File: config.mk
export PLATFORM = sky130hd
export DESIGN_NAME = uart_core_param
export DESIGN_NICKNAME = d
export VERILOG_FILES = /design/src/rtl/uart_core_param.sv
export SDC_FILE = /design/constraint.sdc
export NUM_CORES = 1
export LEC_CHECK = 0
export CORE_MARGIN = 3
export CORE_UTILIZATION = 44
export DETAILED_ROUTE_END_ITERATION = 16
export PLACE_DENSITY = 0.69
export SYNTH_ARGS = -nofsm -noshare
export SYNTH_HDL_FRONTEND = slang
export SYNTH_HIERARCHICAL = 1
export SYNTH_SLANG_ARGS = --single-unit
File: constraint.sdc
create_clock -name clk -period 7.73 [get_ports clk]
set_clock_uncertainty 0.1 [all_clocks]
set_input_delay 1.546 -clock clk [delete_from_list [all_inputs] [get_ports clk]]
set_output_delay 1.546 -clock clk [all_outputs]
set_load 0.05 [all_outputs]
File: src/rtl/uart_core_param.sv
// uart_core_param: UART top with depth-configurable TX/RX buffers, RTS hysteresis and RX interrupt.
// Define UART_CORE_PARAM_TIMEOUT_EN to build the RX character-timeout counter.

module baud_gen (
  input  logic        clk,
  input  logic        rst_n,
  input  logic [15:0] i_divisor,
  output logic        o_rx_tick,
  output logic        o_tx_tick
);
  logic [15:0] div_cnt;
  logic [3:0]  os_cnt;
  // rx_tick is 16x oversample; tx_tick is one pulse per bit period
  always_ff @(posedge clk or negedge rst_n)
    if (!rst_n) begin
      div_cnt <= '0; os_cnt <= '0; o_rx_tick <= 1'b0; o_tx_tick <= 1'b0;
    end else begin
      o_rx_tick <= 1'b0; o_tx_tick <= 1'b0;
      if (div_cnt + 16'd1 >= i_divisor) begin
        div_cnt   <= '0;
        o_rx_tick <= 1'b1;
        os_cnt    <= os_cnt + 4'd1;
        o_tx_tick <= (os_cnt == 4'd15);
      end else div_cnt <= div_cnt + 16'd1;
    end
endmodule

module uart_tx (
  input  logic       clk,
  input  logic       rst_n,
  input  logic       i_tick,
  input  logic       i_tx_start,
  input  logic [7:0] i_data,
  input  logic [1:0] i_num_bit_data,
  input  logic       i_parity_en,
  input  logic       i_parity_type,
  input  logic       i_cts_n,
  output logic       o_txd,
  output logic       o_tx_done
);
  typedef enum logic [2:0] {T_IDLE, T_START, T_DATA, T_PAR, T_STOP} tx_state_t;
  tx_state_t  state, state_nx;
  logic [7:0] shreg, shreg_nx, data_m;
  logic [2:0] bit_cnt, bit_cnt_nx, last_bit;
  logic       par, par_nx, txd_nx, done_nx;

  assign last_bit = {1'b0, i_num_bit_data} + 3'd4;
  assign data_m   = i_data & (8'hFF >> (2'd3 - i_num_bit_data));

  always_ff @(posedge clk or negedge rst_n)
    if (!rst_n) begin
      state <= T_IDLE; shreg <= '0; bit_cnt <= '0; par <= 1'b0;
      o_txd <= 1'b1; o_tx_done <= 1'b0;
    end else begin
      state <= state_nx; shreg <= shreg_nx; bit_cnt <= bit_cnt_nx; par <= par_nx;
      o_txd <= txd_nx; o_tx_done <= done_nx;
    end

  always_comb begin
    state_nx = state; shreg_nx = shreg; bit_cnt_nx = bit_cnt; par_nx = par;
    txd_nx = o_txd; done_nx = 1'b0;
    if (i_tick) begin
      case (state)
        T_IDLE: if (i_tx_start && !i_cts_n) begin
          state_nx = T_START; txd_nx = 1'b0; bit_cnt_nx = '0;
          shreg_nx = data_m; par_nx = ^data_m ^ i_parity_type;
        end
        T_START: begin state_nx = T_DATA; txd_nx = shreg[0]; shreg_nx = shreg >> 1; end
        T_DATA: if (bit_cnt == last_bit) begin
          state_nx = i_parity_en ? T_PAR : T_STOP;
          txd_nx   = i_parity_en ? par : 1'b1;
        end else begin
          bit_cnt_nx = bit_cnt + 3'd1; txd_nx = shreg[0]; shreg_nx = shreg >> 1;
        end
        T_PAR:  begin state_nx = T_STOP; txd_nx = 1'b1; end
        T_STOP: begin state_nx = T_IDLE; done_nx = 1'b1; end
        default: state_nx = T_IDLE;
      endcase
    end
  end
endmodule

module uart_rx (
  input  logic       clk,
  input  logic       rst_n,
  input  logic       i_tick,
  input  logic       i_rxd,
  input  logic [1:0] i_num_bit_data,
  input  logic       i_parity_en,
  input  logic       i_parity_type,
  output logic [7:0] o_data,
  output logic       o_parity_err,
  output logic       o_rx_done
);
  typedef enum logic [2:0] {R_IDLE, R_START, R_DATA, R_PAR, R_STOP} rx_state_t;
  rx_state_t  state, state_nx;
  logic [1:0] sync;
  logic [3:0] os_cnt, os_cnt_nx;
  logic [2:0] bit_cnt, bit_cnt_nx, last_bit;
  logic [7:0] shreg, shreg_nx, data_al;
  logic       rxd, perr, perr_nx, done_nx;

  assign rxd      = sync[1];
  assign last_bit = {1'b0, i_num_bit_data} + 3'd4;
  // bits enter at the MSB, so short words need right-aligning
  assign data_al  = shreg >> (2'd3 - i_num_bit_data);

  always_ff @(posedge clk or negedge rst_n)
    if (!rst_n) begin
      sync <= 2'b11; state <= R_IDLE; os_cnt <= '0; bit_cnt <= '0; shreg <= '0;
      perr <= 1'b0; o_data <= '0; o_parity_err <= 1'b0; o_rx_done <= 1'b0;
    end else begin
      sync <= {sync[0], i_rxd};
      state <= state_nx; os_cnt <= os_cnt_nx; bit_cnt <= bit_cnt_nx;
      shreg <= shreg_nx; perr <= perr_nx; o_rx_done <= done_nx;
      if (done_nx) begin o_data <= data_al; o_parity_err <= perr; end
    end

  always_comb begin
    state_nx = state; os_cnt_nx = os_cnt; bit_cnt_nx = bit_cnt; shreg_nx = shreg;
    perr_nx = perr; done_nx = 1'b0;
    if (i_tick) begin
      os_cnt_nx = os_cnt + 4'd1;
      case (state)
        R_IDLE: begin
          os_cnt_nx = '0;
          if (!rxd) state_nx = R_START;
        end
        R_START: if (os_cnt == 4'd7) begin
          os_cnt_nx = '0; bit_cnt_nx = '0; perr_nx = 1'b0;
          state_nx = rxd ? R_IDLE : R_DATA;
        end
        R_DATA: if (os_cnt == 4'd15) begin
          shreg_nx   = {rxd, shreg[7:1]};
          bit_cnt_nx = bit_cnt + 3'd1;
          if (bit_cnt == last_bit) state_nx = i_parity_en ? R_PAR : R_STOP;
        end
        R_PAR: if (os_cnt == 4'd15) begin
          perr_nx = ^data_al ^ rxd ^ i_parity_type; state_nx = R_STOP;
        end
        R_STOP: if (os_cnt == 4'd15) begin done_nx = 1'b1; state_nx = R_IDLE; end
        default: state_nx = R_IDLE;
      endcase
    end
  end
endmodule

module uart_core_param #(
  parameter int FIFO_AW       = 4,
  parameter int RTS_ON_LEVEL  = 2**FIFO_AW - 2,
  parameter int RTS_OFF_LEVEL = 2**(FIFO_AW-1),
  parameter int TO_BITS       = 40
) (
  input  logic               clk,
  input  logic               rst_n,
  input  logic [15:0]        i_divisor,
  input  logic [1:0]         i_num_bit_data,
  input  logic               i_parity_en,
  input  logic               i_parity_type,
  input  logic [FIFO_AW:0]   i_rx_trig_level,
  input  logic [7:0]         i_cpu_txd,
  input  logic               i_tx_wr,
  output logic               o_tx_full,
  output logic [FIFO_AW:0]   o_tx_level,
  output logic [7:0]         o_cpu_rxd,
  output logic               o_rx_parity_err,
  input  logic               i_rx_rd,
  output logic               o_rx_empty,
  output logic [FIFO_AW:0]   o_rx_level,
  output logic               o_overrun,
  input  logic               i_clr_overrun,
  output logic               o_irq_rx,
  output logic               o_rx_timeout,
  output logic               o_irq_tx_empty,
  output logic               o_pedev_txd,
  input  logic               i_pedev_rxd,
  input  logic               i_cts_n,
  output logic               o_rts_n
);
  localparam int D  = 1 << FIFO_AW;
  localparam int LW = FIFO_AW + 1;
  localparam logic [LW-1:0]      DEPTH   = LW'(D);
  localparam logic [LW-1:0]      RTS_ON  = LW'(RTS_ON_LEVEL);
  localparam logic [LW-1:0]      RTS_OFF = LW'(RTS_OFF_LEVEL);
  localparam logic [FIFO_AW-1:0] PTR_ONE = FIFO_AW'(1);

  logic               rx_tick, tx_tick, tx_done, rx_done, rx_perr;
  logic [7:0]         rx_data, tx_head;
  logic [7:0]         tx_mem [D];
  logic [8:0]         rx_mem [D];
  logic [FIFO_AW-1:0] tx_wp, tx_rp, rx_wp, rx_rp;
  logic [LW-1:0]      tx_cnt, rx_cnt, trig_eff;
  logic               tx_empty, tx_push, tx_pop, rx_full, rx_push, rx_pop;

  baud_gen u_baud (.clk, .rst_n, .i_divisor, .o_rx_tick(rx_tick), .o_tx_tick(tx_tick));

  uart_tx u_tx (.clk, .rst_n, .i_tick(tx_tick), .i_tx_start(!tx_empty), .i_data(tx_head),
    .i_num_bit_data, .i_parity_en, .i_parity_type, .i_cts_n,
    .o_txd(o_pedev_txd), .o_tx_done(tx_done));

  uart_rx u_rx (.clk, .rst_n, .i_tick(rx_tick), .i_rxd(i_pedev_rxd), .i_num_bit_data,
    .i_parity_en, .i_parity_type, .o_data(rx_data), .o_parity_err(rx_perr),
    .o_rx_done(rx_done));

  // a push into a full buffer is accepted only when a pop frees the slot in the same cycle
  assign tx_empty = (tx_cnt == '0);
  assign tx_pop   = tx_done && !tx_empty;
  assign tx_push  = i_tx_wr && (!o_tx_full || tx_pop);
  assign rx_full  = (rx_cnt == DEPTH);
  assign rx_pop   = i_rx_rd && !o_rx_empty;
  assign rx_push  = rx_done && (!rx_full || rx_pop);

  assign tx_head        = tx_mem[tx_rp];
  assign o_tx_full      = (tx_cnt == DEPTH);
  assign o_tx_level     = tx_cnt;
  assign o_irq_tx_empty = tx_empty;
  assign {o_rx_parity_err, o_cpu_rxd} = rx_mem[rx_rp];
  assign o_rx_empty     = (rx_cnt == '0);
  assign o_rx_level     = rx_cnt;

  always_ff @(posedge clk or negedge rst_n)
    if (!rst_n) begin
      for (int i = 0; i < D; i++) tx_mem[i] <= '0;
      tx_wp <= '0; tx_rp <= '0; tx_cnt <= '0;
    end else begin
      if (tx_push) begin tx_mem[tx_wp] <= i_cpu_txd; tx_wp <= tx_wp + PTR_ONE; end
      if (tx_pop) tx_rp <= tx_rp + PTR_ONE;
      tx_cnt <= tx_cnt + LW'(tx_push) - LW'(tx_pop);
    end

  always_ff @(posedge clk or negedge rst_n)
    if (!rst_n) begin
      for (int i = 0; i < D; i++) rx_mem[i] <= '0;
      rx_wp <= '0; rx_rp <= '0; rx_cnt <= '0; o_overrun <= 1'b0; o_rts_n <= 1'b0;
    end else begin
      if (rx_push) begin rx_mem[rx_wp] <= {rx_perr, rx_data}; rx_wp <= rx_wp + PTR_ONE; end
      if (rx_pop) rx_rp <= rx_rp + PTR_ONE;
      rx_cnt <= rx_cnt + LW'(rx_push) - LW'(rx_pop);
      if (rx_done && !rx_push)  o_overrun <= 1'b1;
      else if (i_clr_overrun)   o_overrun <= 1'b0;
      if (rx_cnt >= RTS_ON)       o_rts_n <= 1'b1;
      else if (rx_cnt <= RTS_OFF) o_rts_n <= 1'b0;
    end

  assign trig_eff = (i_rx_trig_level == '0) ? LW'(1) : i_rx_trig_level;
  assign o_irq_rx = (rx_cnt >= trig_eff) || o_rx_timeout;

`ifdef UART_CORE_PARAM_TIMEOUT_EN
  localparam int TOW = $clog2(TO_BITS + 1);
  localparam logic [TOW-1:0] TO_MAX = TOW'(TO_BITS);
  logic [TOW-1:0] to_cnt;
  // saturates at TO_MAX; any buffer activity or an empty buffer restarts it
  always_ff @(posedge clk or negedge rst_n)
    if (!rst_n)                                 to_cnt <= '0;
    else if (rx_push || rx_pop || o_rx_empty)   to_cnt <= '0;
    else if (tx_tick && to_cnt != TO_MAX)       to_cnt <= to_cnt + TOW'(1);
  assign o_rx_timeout = (to_cnt == TO_MAX);
`else
  assign o_rx_timeout = 1'b0;
`endif
endmodule

==> job_summary.md, run 1 <==
## Synthesis and layout report

| Metric | Value |
|---|---|
| Max incr delay on CP | 840 ps |
| Crit Path Category | in -> out |
| Setup WS post-layout | about 2200 ps |
| DP Wirelength | 24.6 mm |
| Worst path depth | 9 |
| CP Buf/Inv Count | 3 |
| Initial DRC count | ~670 |
| Max reg flops | 144 |
| Clk sink count | 370 |
| Status | finished clean |
| Crit path DAT | 3840 ps |
| Max clock buf depth | 3 |
| CP top delay family | buffers and inverters |
| I/O Pins | 67 |
| CORE AREA | 41200 um2 |
| Commonest flop | dfrtp_1 |
| CLK BUF | 60 |
| Port Buffer Count | roughly 65 |
| Register-to-Register Setup Slack | 4130 ps |
| Clk power | approximately 1.9 mW |
| VDD IR-drop max | 208 uV |
| Pwr dens | a little under 300 nW/um2 |
| Biggest regs | rx_mem (144), tx_mem (128), u_baud/div_cnt (16) |
| Synth Area per Inst | approximately 14 um2 |
| RD Place Congestion | 0.771 |
| Buffers excl. clock | roughly 76 |
| Clock Network Area Fraction | 6.02% |
| Top cell category | registers |
| Global routing usage on met1 | between 20% and 30% |
| Top cell excl fill/tap | dfrtp_1 |
| Placed cell areas | 19500 um2 |
| Setup crit start | i_rx_trig_level[2] |
| Antenna viol nets, final | 0 |
| Final hold vios | 0 |
| Routed wl met2 | 18.1 mm |
| Setup_tns | 0 ps |
| CTS Hold Bufs | 0 |
| RSZ-0062 raised after global routing | no |
| FF+latch count, synth | about 370 |
| Comb gates | 848 |
| Hold path start | u_rx/sync[0] |
| ANT cells | 0 |
| Max Used Layer | met4 |
| Setup bufs post-CTS | 0 |
| Area added between synthesis and finish | 12.4% |
| Routed via count | between 10k and 15k |
| Biggest register | rx_mem |
| Met3 WL | 1.50 mm |
| Post-DR wirelength/cell | 18.9 um |
| Post-synth mux share | 27.1% |
| Tap Count | 532 |
| FP Util | 44.9% |
| Slowest stage cell, crit path | clkdlybuf4s50_1 |
| MI comb area | between 8000 and 9000 um2 |
| Post-synth EDFFs | 0 |
| Synth cell types | 80 |
| Clock transition at the registers of the reported paths | 50 ps |
| Yosys stat chip area | ~19000 um2 |
| Total CTS buffers | about 40 |
| Switching portion of total power | 30.2% |
run_1/route_heat.png
21 x 21 tiles, from black (low) to pale yellow (high), scaled to the fullest tile. Values are wire area over tile area, all layers added.
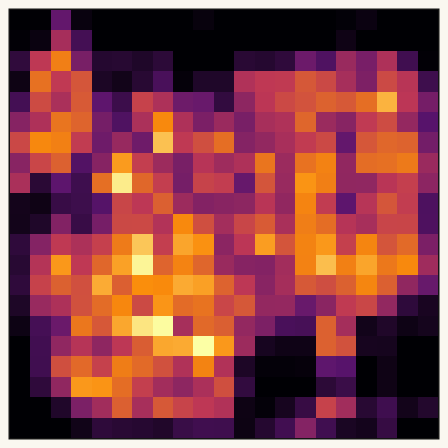
fullest tile: 0.35
tiles over half the peak: 37%
emptiest ninth of the die: lower right
mean over tiles: 0.13

run_1/m3.png
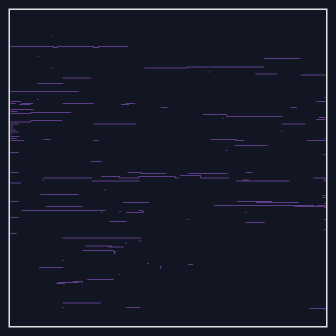
nets with wire on the layer: 71
main direction: horizontal
wire length on this layer: 1500 um
share of all routed wire: 4.1%
longest straight run: 66.7 um

run_1/placed.png
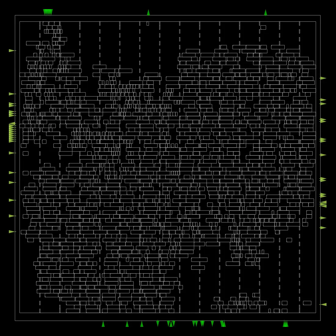
number of fill cells: 3528
Core Util, Final: 50.5%
Flop Count: 370
sequential share of cell area: 44.6%
fin cells: 1954

run_1/ff_map.png
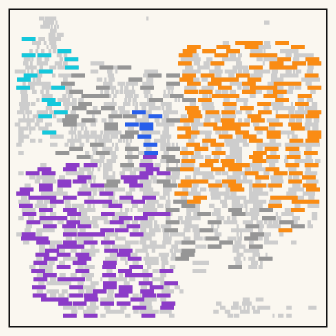
legend:
  `u_baud/div_cnt`:
    colour: cyan
    placed_flops: 16
    where: upper left
  `rx_mem`:
    colour: orange
    placed_flops: 144
  `tx_mem`:
    colour: purple
    placed_flops: 128
  `u_rx/shreg`:
    colour: blue
    placed_flops: 8
not coloured: 74
Register Area: 9270 um2
P_seq: 2.59 mW

run_1/port_trees.png
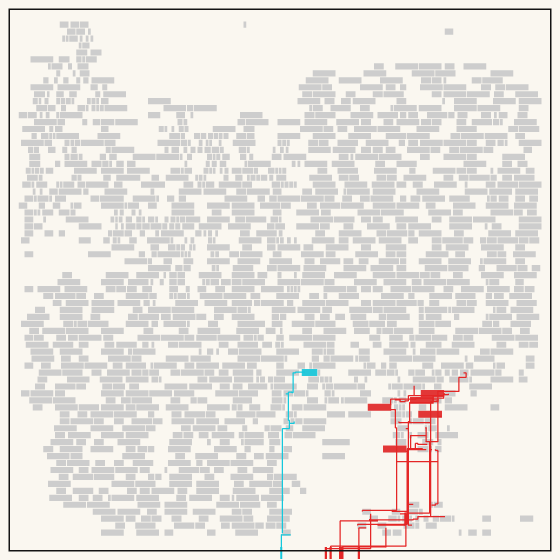

==> inputs of run 2 (changes only) <==
--- a/config.mk
+++ b/config.mk
@@ -8,7 +8,7 @@
 export CORE_MARGIN = 3
 export CORE_UTILIZATION = 44
 export DETAILED_ROUTE_END_ITERATION = 16
-export PLACE_DENSITY = 0.69
+export PLACE_DENSITY = 0.71
 export SYNTH_ARGS = -nofsm -noshare
 export SYNTH_HDL_FRONTEND = slang
 export SYNTH_HIERARCHICAL = 1
==> constraint.sdc (replaced) <==
create_clock -name clk -period 4.5 [get_ports clk]
set_clock_uncertainty 0.1 [all_clocks]
set_input_delay 0.9 -clock clk [delete_from_list [all_inputs] [get_ports clk]]
set_output_delay 0.9 -clock clk [all_outputs]
set_load 0.05 [all_outputs]
run_2/port_trees.png
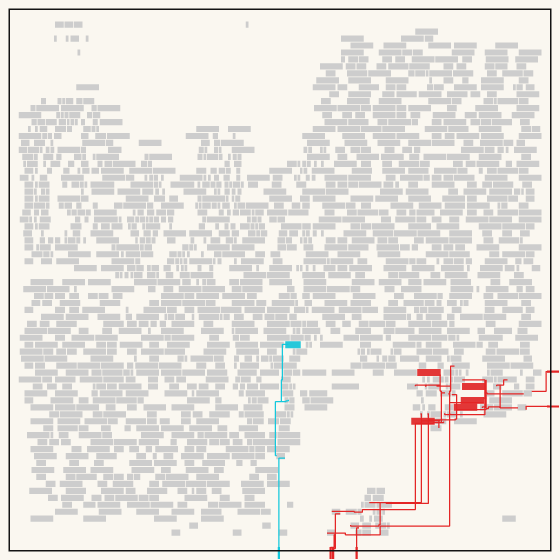
legend:
  `o_rx_level`:
    colour: red
    direction: output
    end_cells: 5
    buffers: 5
    wire: 572 um
  `o_tx_full`:
    colour: cyan
    direction: output
    end_cells: 1
    buffers: 1
    wire: 90.3 um

==> run 2 against run 1 <==
  * Clock power is 69% higher
  * Global-route usage grew 0.38 points
  * Core utilization rose by 0.17 points
  * Sequential share of layout area fell by 0.14 points
  * First-iteration DRC count rose by 5.7%
  * Critical path depth shrank 4
  * Non-clock buffer count increased by 3
  * Via count up 0.32%
  * Final area up 0.34%
  * Sequential cell count unchanged
  * Combinational power grew 72%
  * Critical path type is now reg -> out
==> job_summary.md, run 2 <==
## Synthesis and layout report

| Metric | Value |
|---|---|
| Fin cells | 1956 (+0.10%) |
| Total CTS buffers | 40 (-2.4%) |
| Flop Count | 370 (unchanged) |
| Worst path depth | 5 (-4) |
| Max clock buf depth | 3 (unchanged) |
| Max Used Layer | met5 |
| Slowest stage cell, crit path | clkdlybuf4s50_1 |
| VDD IR-drop max | 446 uV (+110%) |
| RSZ-0062 raised after global routing | no |
| Hold path start | u_rx/sync[0] |
| P_seq | 4.48 mW (+73%) |
| Biggest regs | rx_mem (144), tx_mem (128), u_baud/div_cnt (16) |
| MI comb area | 8670 um2 (+0.14%) |
| Final hold vios | 0 (unchanged) |
| RD Place Congestion | 0.758 (-1.7%) |
| Setup crit start | rx_rp[0] |
| Tap Count | 532 (unchanged) |
| Number of fill cells | 3530 (+0.057%) |
| Setup_tns | 0 ps (unchanged) |
| Register-to-Register Setup Slack | 960 ps (-3170 ps) |
| CP Buf/Inv Count | 2 (-1) |
| FP Util | 44.9% (unchanged) |
| Clk sink count | 370 (unchanged) |
| DP Wirelength | 25.6 mm (+3.7%) |
| Setup WS post-layout | 416 ps (-1820 ps) |
| Commonest flop | dfrtp_1 |
| CP top delay family | buffers and inverters |
| CLK BUF | 59 (-1.7%) |
| Routed wl met2 | 18.6 mm (+2.4%) |
| Routed via count | 10.8k (+0.32%) |
| CTS Hold Bufs | 0 (unchanged) |
| Clk power | 3.12 mW (+69%) |
| Top cell excl fill/tap | dfrtp_1 |
| Clock Network Area Fraction | 5.93% (-0.086 points) |
| Setup bufs post-CTS | 0 (unchanged) |
| Status | finished clean |
| Placed cell areas | 19600 um2 (+0.43%) |
==> inputs of run 3 (changes only) <==
--- a/config.mk
+++ b/config.mk
@@ -5,8 +5,10 @@
 export SDC_FILE = /design/constraint.sdc
 export NUM_CORES = 1
 export LEC_CHECK = 0
+export ABC_AREA = 0
 export CORE_MARGIN = 3
 export CORE_UTILIZATION = 44
+export CTS_CLUSTER_SIZE = 40
 export DETAILED_ROUTE_END_ITERATION = 16
 export PLACE_DENSITY = 0.71
 export SYNTH_ARGS = -nofsm -noshare
run_3/route_heat.png
21 x 21 tiles, from black (low) to pale yellow (high), scaled to the fullest tile. Values are wire area over tile area, all layers added.
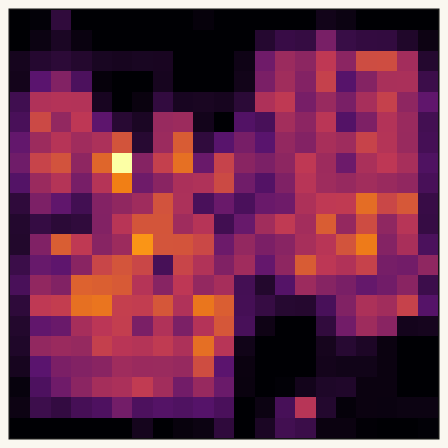
mean over tiles: 0.13
emptiest ninth of the die: lower right
fullest tile: 0.48
nearly empty tiles: 15%
tiles over half the peak: 15%
routed via count: 10.8k
GRT Util Overall: 17.5%
Routed WL: 37.4 mm

==> run 3 against run 2 <==
  * Critical path depth is the same
  * Global-route usage is the same
  * Synthesized area is the same
  * Register-to-register slack is essentially flat
  * Via count is the same
  * Final cell count is the same
  * Total power is the same
  * First-iteration DRC count is the same
  * Non-clock buffer count is the same
  * Clock-buffer cell count is the same
  * Setup slack is the same
  * Fmax is the same
  * Largest power group unchanged
==> job_summary.md, run 3 <==
## Synthesis and layout report

| Metric | Value |
|---|---|
| Status | finished clean |
| Worst hold stages | 0 |
| Initial DRC count | 708 |
| Worst r2r src | u_baud/div_cnt[5] |
| Clk sink count | 370 (unchanged) |
| CLK BUF | 59 (unchanged) |
| Commonest flop | dfrtp_1 |
| Routed wl met2 | 18.6 mm (unchanged) |
| Tap Count | 532 (unchanged) |
| Clk power | 3.12 mW (about the same) |
| Top cell excl fill/tap | dfrtp_1 |
| FP Util | 44.9% (unchanged) |
| Setup bufs post-CTS | 0 (unchanged) |
| P_seq | 4.48 mW (about the same) |
| Placed cell areas | 19600 um2 (unchanged) |
| CP Buf/Inv Count | 2 (unchanged) |
| Number of fill cells | 3530 (unchanged) |
| Hold path start | u_rx/sync[0] |
| MI comb area | 8670 um2 (unchanged) |
| Biggest regs | rx_mem (144), tx_mem (128), u_baud/div_cnt (16) |
| DP Wirelength | 25.6 mm (unchanged) |
| Max Used Layer | met5 |
| Worst path depth | 5 (unchanged) |
| Vias in the first global route | 11.6k |
| Post-DR wirelength/cell | 19.1 um |
| CTS Hold Bufs | 0 (unchanged) |
| Fin cells | 1956 (unchanged) |
| Leading cell type by number of instances after synthesis | dfrtp_1 |
| RD Place Congestion | 0.758 (unchanged) |
| Register-to-Register Setup Slack | 960 ps (about the same) |
| Final hold vios | 0 (unchanged) |
| CP top delay family | buffers and inverters |
| RSZ-0062 raised after global routing | no |
| Setup_tns | 0 ps (unchanged) |
| Slowest stage cell, crit path | clkdlybuf4s50_1 |
Power figures rest on the tool's default switching activity, not on a simulated workload.
